===== src/rtl/pathsy_fifo_pkg.sv =====
// Shared FIFO helpers: pointer increment and output-stage sizing.
// Used by bram_fifo_reader and fifo_out_stage.
package pathsy_fifo_pkg;

    localparam int FIFO_OUT_STAGE_DEPTH = 2;

    // Occupancy of the head/skid output stage (0..2).
    typedef logic [1:0] stage_count_t;

    // Modulo-depth increment; works for any depth, not only powers of two.
    function automatic logic [31:0] fifo_ptr_next(input logic [31:0] ptr,
                                                  input logic [31:0] depth);
        return (ptr == depth - 32'd1) ? 32'd0 : ptr + 32'd1;
    endfunction

endpackage


===== src/rtl/bram_1r1w.sv =====
// Simple dual-port block RAM: one write port, one read port with a
// single-cycle registered read.
module bram_1r1w #(
    parameter int ADDR_WIDTH = 4,
    parameter int DATA_WIDTH = 8
) (
    input  logic                  clk,
    input  logic                  we,
    input  logic [ADDR_WIDTH-1:0] waddr,
    input  logic [DATA_WIDTH-1:0] wdata,
    input  logic                  re,
    input  logic [ADDR_WIDTH-1:0] raddr,
    output logic [DATA_WIDTH-1:0] rdata
);

    logic [DATA_WIDTH-1:0] mem [0:(1<<ADDR_WIDTH)-1];

    always_ff @(posedge clk) begin
        if (we) begin
            mem[waddr] <= wdata;
        end
        if (re) begin
            rdata <= mem[raddr];
        end
    end

endmodule


===== src/rtl/fifo_out_stage.sv =====
// Two-entry head/skid register FIFO that hides the BRAM read latency.
// The caller guarantees it never loads into a full stage without a pop.
module fifo_out_stage
    import pathsy_fifo_pkg::*;
#(
    parameter int WIDTH = 8
) (
    input  logic             clk,
    input  logic             reset,
    input  logic             load_valid,
    input  logic [WIDTH-1:0] load_data,
    input  logic             pop,
    output logic             valid,
    output logic [WIDTH-1:0] data,
    output stage_count_t     stage_count
);

    logic             head_valid, skid_valid;
    logic [WIDTH-1:0] head_data, skid_data;

    logic             head_valid_nxt, skid_valid_nxt;
    logic [WIDTH-1:0] head_data_nxt, skid_data_nxt;
    logic             head_valid_pop;

    // Apply the pop first (skid shifts into head), then drop the load
    // into the first free entry so pop and load can share one cycle.
    always_comb begin
        head_valid_pop = pop ? skid_valid : head_valid;
        head_valid_nxt = head_valid_pop;
        head_data_nxt  = pop ? skid_data : head_data;
        skid_valid_nxt = skid_valid & ~pop;
        skid_data_nxt  = skid_data;
        if (load_valid) begin
            if (!head_valid_pop) begin
                head_valid_nxt = 1'b1;
                head_data_nxt  = load_data;
            end else begin
                skid_valid_nxt = 1'b1;
                skid_data_nxt  = load_data;
            end
        end
    end

    // Data registers hold their value through reset so out_data stays stable.
    always_ff @(posedge clk) begin
        if (!reset) begin
            head_valid <= 1'b0;
            skid_valid <= 1'b0;
        end else begin
            head_valid <= head_valid_nxt;
            skid_valid <= skid_valid_nxt;
            head_data  <= head_data_nxt;
            skid_data  <= skid_data_nxt;
        end
    end

    assign valid       = head_valid;
    assign data        = head_data;
    assign stage_count = {1'b0, head_valid} + {1'b0, skid_valid};

    a_no_overflow: assert property (@(posedge clk) disable iff (!reset)
        !(load_valid && skid_valid && !pop));

    a_skid_implies_head: assert property (@(posedge clk) disable iff (!reset)
        !(skid_valid && !head_valid));

endmodule


===== src/rtl/bram_fifo_reader.sv =====
// Elastic BRAM-backed FIFO with a registered two-entry output stage.
// Optional first-word bypass into the output stage: BRAM_FIFO_BYPASS_EN.
module bram_fifo_reader
    import pathsy_fifo_pkg::*;
#(
    parameter int WIDTH       = 8,
    parameter int DEPTH       = 16,
    parameter int COUNT_WIDTH = $clog2(DEPTH+3)
) (
    input  logic                   clk,
    input  logic                   reset,
    input  logic                   in_valid,
    output logic                   in_ready,
    input  logic [WIDTH-1:0]       in_data,
    output logic                   out_valid,
    input  logic                   out_ready,
    output logic [WIDTH-1:0]       out_data,
    output logic [COUNT_WIDTH-1:0] count
);

    localparam int AW  = $clog2(DEPTH);
    localparam int BCW = $clog2(DEPTH+1);

    // Handshakes: a word moves on a port exactly at a rising edge where
    // valid && ready; valid never waits on ready, and in_ready depends on
    // registered state only (never on out_ready).

    logic [AW-1:0]    wr_ptr, rd_ptr;
    logic [BCW-1:0]   bram_count;
    logic             rd_inflight;
    stage_count_t     stage_count;

    logic             accept, pop, issue, bypass, bram_we;
    logic [2:0]       occ_after_pop;
    logic             load_valid;
    logic [WIDTH-1:0] load_data, bram_rdata;

    assign in_ready = (bram_count != BCW'(DEPTH));
    assign accept   = in_valid && in_ready;
    assign pop      = out_valid && out_ready;

    // Stage slots already promised (held + returning) after this cycle's pop.
    assign occ_after_pop = {1'b0, stage_count} + {2'b00, rd_inflight} - {2'b00, pop};

    assign issue = (bram_count != '0) &&
                   (occ_after_pop < 3'(FIFO_OUT_STAGE_DEPTH));

`ifdef BRAM_FIFO_BYPASS_EN
    // Only when nothing older sits in BRAM or in flight, so order holds.
    assign bypass = accept && (bram_count == '0) && !rd_inflight &&
                    (occ_after_pop < 3'(FIFO_OUT_STAGE_DEPTH));
`else
    assign bypass = 1'b0;
`endif

    assign bram_we = accept && !bypass;

    // bypass requires no read in flight, so the two load sources never collide.
    assign load_valid = rd_inflight || bypass;
    assign load_data  = bypass ? in_data : bram_rdata;

    always_ff @(posedge clk) begin
        if (!reset) begin
            wr_ptr      <= '0;
            rd_ptr      <= '0;
            bram_count  <= '0;
            rd_inflight <= 1'b0;
        end else begin
            if (bram_we) begin
                wr_ptr <= AW'(fifo_ptr_next(32'(wr_ptr), 32'(DEPTH)));
            end
            if (issue) begin
                rd_ptr <= AW'(fifo_ptr_next(32'(rd_ptr), 32'(DEPTH)));
            end
            bram_count  <= bram_count + BCW'(bram_we) - BCW'(issue);
            rd_inflight <= issue;
        end
    end

    bram_1r1w #(
        .ADDR_WIDTH (AW),
        .DATA_WIDTH (WIDTH)
    ) u_bram (
        .clk   (clk),
        .we    (bram_we),
        .waddr (wr_ptr),
        .wdata (in_data),
        .re    (issue),
        .raddr (rd_ptr),
        .rdata (bram_rdata)
    );

    fifo_out_stage #(
        .WIDTH (WIDTH)
    ) u_out_stage (
        .clk         (clk),
        .reset       (reset),
        .load_valid  (load_valid),
        .load_data   (load_data),
        .pop         (pop),
        .valid       (out_valid),
        .data        (out_data),
        .stage_count (stage_count)
    );

    assign count = COUNT_WIDTH'(bram_count) + COUNT_WIDTH'(stage_count) +
                   COUNT_WIDTH'(rd_inflight);

    a_bram_count_bound: assert property (@(posedge clk) disable iff (!reset)
        bram_count <= BCW'(DEPTH));

    a_stage_bound: assert property (@(posedge clk) disable iff (!reset)
        ({1'b0, stage_count} + {2'b00, rd_inflight}) <= 3'd2);

endmodule


===== config.mk =====
export PLATFORM = sky130hd
export DESIGN_NAME = bram_fifo_reader
export DESIGN_NICKNAME = d
export VERILOG_FILES = /design/src/rtl/pathsy_fifo_pkg.sv /design/src/rtl/bram_1r1w.sv /design/src/rtl/fifo_out_stage.sv /design/src/rtl/bram_fifo_reader.sv
export SDC_FILE = /design/constraint.sdc
export NUM_CORES = 1
export LEC_CHECK = 0
export CORE_MARGIN = 10
export CORE_UTILIZATION = 35
export CTS_CLUSTER_SIZE = 20
export DETAILED_ROUTE_END_ITERATION = 10
export PLACE_DENSITY = 0.6
export SLEW_MARGIN = 20
export SYNTH_ARGS = -nofsm -noshare
export SYNTH_HDL_FRONTEND = slang
export SYNTH_SLANG_ARGS = --single-unit
export TNS_END_PERCENT = 1

===== constraint.sdc =====
create_clock -name clk -period 4.86 [get_ports clk]
set_input_delay 0.729 -clock clk [delete_from_list [all_inputs] [get_ports clk]]
set_output_delay 0.729 -clock clk [all_outputs]
set_load 0.02 [all_outputs]

==> report_table.html <==
<p>Metrics extracted from the flow reports.</p>
<table>
<tr><th>Metric</th><th>Value</th></tr>
<tr><th colspan="2">Logic synthesis</th></tr>
<tr><td>Sequential area share after synthesis</td><td>0.703</td></tr>
<tr><td>Post-Synth Simple-Gate Area</td><td>0.0522</td></tr>
<tr><td>Mux cell area share after synthesis</td><td>0.139</td></tr>
<tr><td>Post-Synthesis Mean Instance Area</td><td>17.7 µm²</td></tr>
<tr><td>Yosys warning count</td><td>0</td></tr>
<tr><td>Area reported by Yosys stat</td><td>6950 µm²</td></tr>
<tr><th colspan="2">Floorplan</th></tr>
<tr><td>Total die size</td><td>25900 µm²</td></tr>
<tr><td>Fraction of the core area occupied by cells at floorplan</td><td>0.357</td></tr>
<tr><th colspan="2">Drt</th></tr>
<tr><td>Router iterations before antenna repair</td><td>4</td></tr>
<tr><td>DRT antenna net count</td><td>0</td></tr>
<tr><td>Via density per instance</td><td>4.84</td></tr>
<tr><td>Number of DRC markers after the initial detailed-route iteration</td><td>202</td></tr>
<tr><td>Total met2 wirelength after detailed routing</td><td>6310 µm</td></tr>
<tr><td>Total DRC errors in the routed layout</td><td>0</td></tr>
<tr><th colspan="2">Placement</th></tr>
<tr><td>Standard cell area after detailed placement</td><td>7470 µm²</td></tr>
<tr><td>HPWL Detailed</td><td>8250 µm</td></tr>
<tr><td>Last weighted congestion value of the routability-driven placer</td><td>0.710</td></tr>
<tr><td>Port-buffer cells</td><td>26</td></tr>
<tr><th colspan="2">Power and ir drop</th></tr>
<tr><td>Overall Power</td><td>4.20 mW</td></tr>
<tr><td>Worst ir drop on vdd</td><td>254 µV</td></tr>
<tr><td>Seq pwr</td><td>1.88 mW</td></tr>
<tr><td>NetSw</td><td>1.17 mW</td></tr>
<tr><td>Biggest power consumer among the groups</td><td>registers</td></tr>
<tr><td>Comb group</td><td>0.984 mW</td></tr>
<tr><th colspan="2">Final timing</th></tr>
<tr><td>Final Hold Violating Endpoints</td><td>0</td></tr>
<tr><td>Count of pins over their slew limit</td><td>0</td></tr>
<tr><td>Final setup margin</td><td>1.33 ns</td></tr>
<tr><td>Post-Route Hold Slack</td><td>0.451 ns</td></tr>
<tr><td>Final tally of setup violations</td><td>0</td></tr>
<tr><th colspan="2">Clock network</th></tr>
<tr><td>Largest buffer count on any clock path</td><td>2</td></tr>
<tr><td>Clock tree root driver cell</td><td>sky130_fd_sc_hd__clkbuf_16</td></tr>
<tr><th colspan="2">Critical path</th></tr>
<tr><td>Worst path slowest cell</td><td>sky130_fd_sc_hd__clkdlybuf4s50_1</td></tr>
<tr><td>Endpoint class of the critical path</td><td>output pin</td></tr>
<tr><td>Crit path kind</td><td>register to output pin</td></tr>
<tr><td>Critical path cell sequence</td><td>ha_1 -&gt; fa_1 -&gt; fa_1 -&gt; nand2_1 -&gt; xnor2_1 -&gt; clkdlybuf4s50_1</td></tr>
<tr><td>Crit path DRT</td><td>4.13 ns</td></tr>
<tr><th colspan="2">Global route</th></tr>
<tr><td>Number of antenna violations at the first check in global routing</td><td>0</td></tr>
<tr><td>Busiest metal layer after global routing</td><td>met2</td></tr>
<tr><td>Met2 global-route usage</td><td>0.164</td></tr>
<tr><td>Wire length of the first global-routing pass</td><td>20600 µm</td></tr>
<tr><th colspan="2">Hold path</th></tr>
<tr><td>Class of the tightest hold or removal check</td><td>register to register</td></tr>
<tr><th colspan="2">Outcome</th></tr>
<tr><td>Result of the run</td><td>finished, final reports clean</td></tr>
<tr><th colspan="2">Job</th></tr>
<tr><td>Max Cap Viol</td><td>0</td></tr>
<tr><th colspan="2">Cells and area</th></tr>
<tr><td>Number of antenna repair diodes</td><td>0</td></tr>
<tr><td>Most frequent logic cell in the layout</td><td>sky130_fd_sc_hd__edfxtp_1</td></tr>
</table>
==> layout make-up <==
| type | count | area (µm²) |
|---|---|---|
| fill | 1751 | 11400 |
| sequential | 168 | 4890 |
| multi-input combinational | 194 | 1900 |
| clock buffer | 18 | 429 |
| tap | 265 | 332 |
| timing repair buffer | 31 | 298 |
| clock inverter | 14 | 154 |
| inverter | 13 | 48.8 |
==> sequential cells by signal, indices dropped and copies added (netlist names) <==
register,flops
rd_ptr,4
bram_count,5
u_out_stage.data,8
u_bram.mem,128
u_out_stage.skid_valid,1
wr_ptr,4
load_valid,1
u_out_stage.skid_data,8
u_out_stage.valid,1
u_bram.rdata,8
==> worst paths after layout <==
kind,from,to,slack [ns],cells after the start
worst min-delay path,u_bram.rdata[0]$_DFFE_PP_,u_out_stage.skid_data[0]$_DFFE_PP_,0.45,0
worst max register to register,u_out_stage.valid$_SDFF_PN0_,bram_count[4]$_SDFF_PN0_,1.77,14
worst max-delay path,u_out_stage.valid$_SDFF_PN0_,count[4],1.33,6
worst min register to register,u_bram.rdata[0]$_DFFE_PP_,u_out_stage.skid_data[0]$_DFFE_PP_,0.45,0
==> cell usage after synthesis <==
library cell	instances	area, µm²
sky130_fd_sc_hd__a41oi_2	1	16.3
sky130_fd_sc_hd__fa_1	3	60.1
sky130_fd_sc_hd__a31oi_1	1	6.26
sky130_fd_sc_hd__a31oi_4	1	21.3
sky130_fd_sc_hd__nor2b_1	10	62.6
sky130_fd_sc_hd__a21oi_1	16	80.1
sky130_fd_sc_hd__nor2_1	25	93.8
sky130_fd_sc_hd__ha_1	14	175
sky130_fd_sc_hd__or3_1	1	6.26
sky130_fd_sc_hd__buf_2	5	25.0
sky130_fd_sc_hd__nor4b_2	1	15.0
sky130_fd_sc_hd__a21boi_0	1	7.51
sky130_fd_sc_hd__nand2_4	1	11.3
sky130_fd_sc_hd__a311oi_2	1	15.0
sky130_fd_sc_hd__buf_1	2	7.51
sky130_fd_sc_hd__a21o_1	1	7.51
sky130_fd_sc_hd__a211oi_1	8	60.1
sky130_fd_sc_hd__nor3_1	4	20.0
sky130_fd_sc_hd__nand3_1	4	20.0
sky130_fd_sc_hd__xnor2_1	3	26.3
sky130_fd_sc_hd__nand2_1	22	82.6
sky130_fd_sc_hd__mux4_1	7	184
sky130_fd_sc_hd__and2_1	3	18.8
sky130_fd_sc_hd__clkbuf_1	6	22.5
sky130_fd_sc_hd__edfxtp_1	152	4560
sky130_fd_sc_hd__and3_1	1	6.26
sky130_fd_sc_hd__a31o_2	1	8.76
sky130_fd_sc_hd__mux2_4	1	15.0
sky130_fd_sc_hd__buf_6	2	22.5
sky130_fd_sc_hd__mux2i_1	20	200
sky130_fd_sc_hd__inv_1	13	48.8
sky130_fd_sc_hd__nand2b_1	3	18.8
sky130_fd_sc_hd__or4_1	1	7.51
sky130_fd_sc_hd__o21ai_0	10	50.1
sky130_fd_sc_hd__buf_12	2	40.0
sky130_fd_sc_hd__mux4_2	25	563
sky130_fd_sc_hd__xor2_1	4	35.0
sky130_fd_sc_hd__dfxtp_1	16	320
### PDN straps and rails

Scale: 2 px per µm. Pins as bars on the die edge.
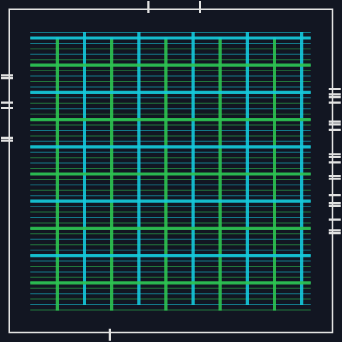
VSS -> green
VDD -> cyan
met1 rails = 52
signal pins = 27
rows = 51
Placeable Area: 19500 µm²
horizontal die dimension: 161 µm
vertical die dimension: 161 µm

### Placed cells, one colour a class

Scale: 1.5 px per µm. Fill, decap, tap and diode cells in grey.
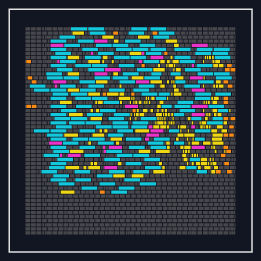
all other logic -> yellow  # cells 207, share of their area 25%
other buffers and delay cells -> orange  # cells 31, share of their area 3.9%
clock drivers and dummy loads -> magenta  # cells 32, share of their area 7.6%
flip-flops -> cyan  # cells 168, share of their area 63%
number of rows in the core area: 51
share of cell area taken by flip-flops and latches: 0.607
area of all placed cells without fillers: 8050 µm²
final core occ: 0.414

### Clock distribution

Scale: 4 px per µm.
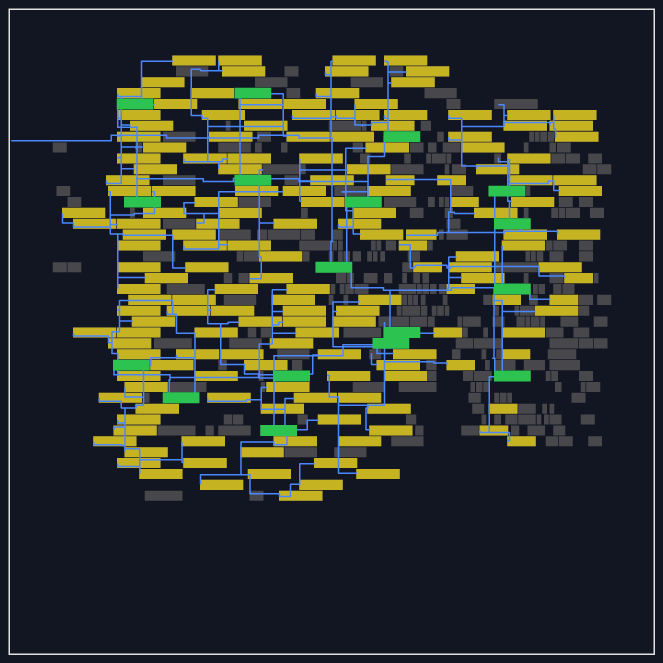
flip-flops -> yellow  # count 168
clock wires -> blue  # length 1900 µm
cells driving clock nets -> green  # count 17
routed clock nets = 18
Clock Power: 1.33 mW
worst-case clock skew: 0.00874 ns
Skew-Pair Late Insertion Delay: 0.42 ns
proportion of power drawn by the clock network: 0.318

### Metal layers overlaid

Scale: 2 px per µm. Only two layers are drawn.
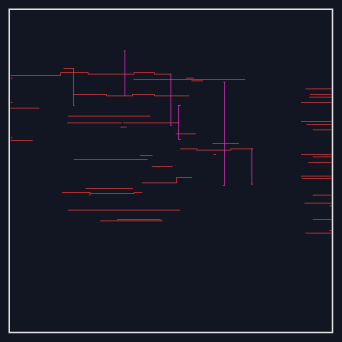
met4 -> magenta  # wire length 153 µm
met3 -> red  # wire length 852 µm
drt total wl: 13000 µm
vias after detailed routing: 3401
drt wl/cell: 18.5 µm
Global Route Usage Sum: 0.103

### Cell outlines without signal wires

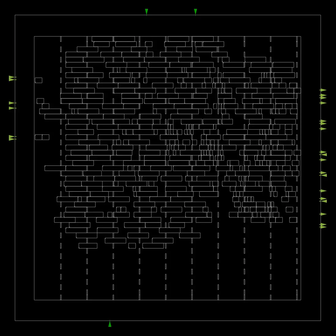
tally of non-filler cells in the final layout: 703
filler instances: 1751

Power is estimated from default activity; no workload was simulated.
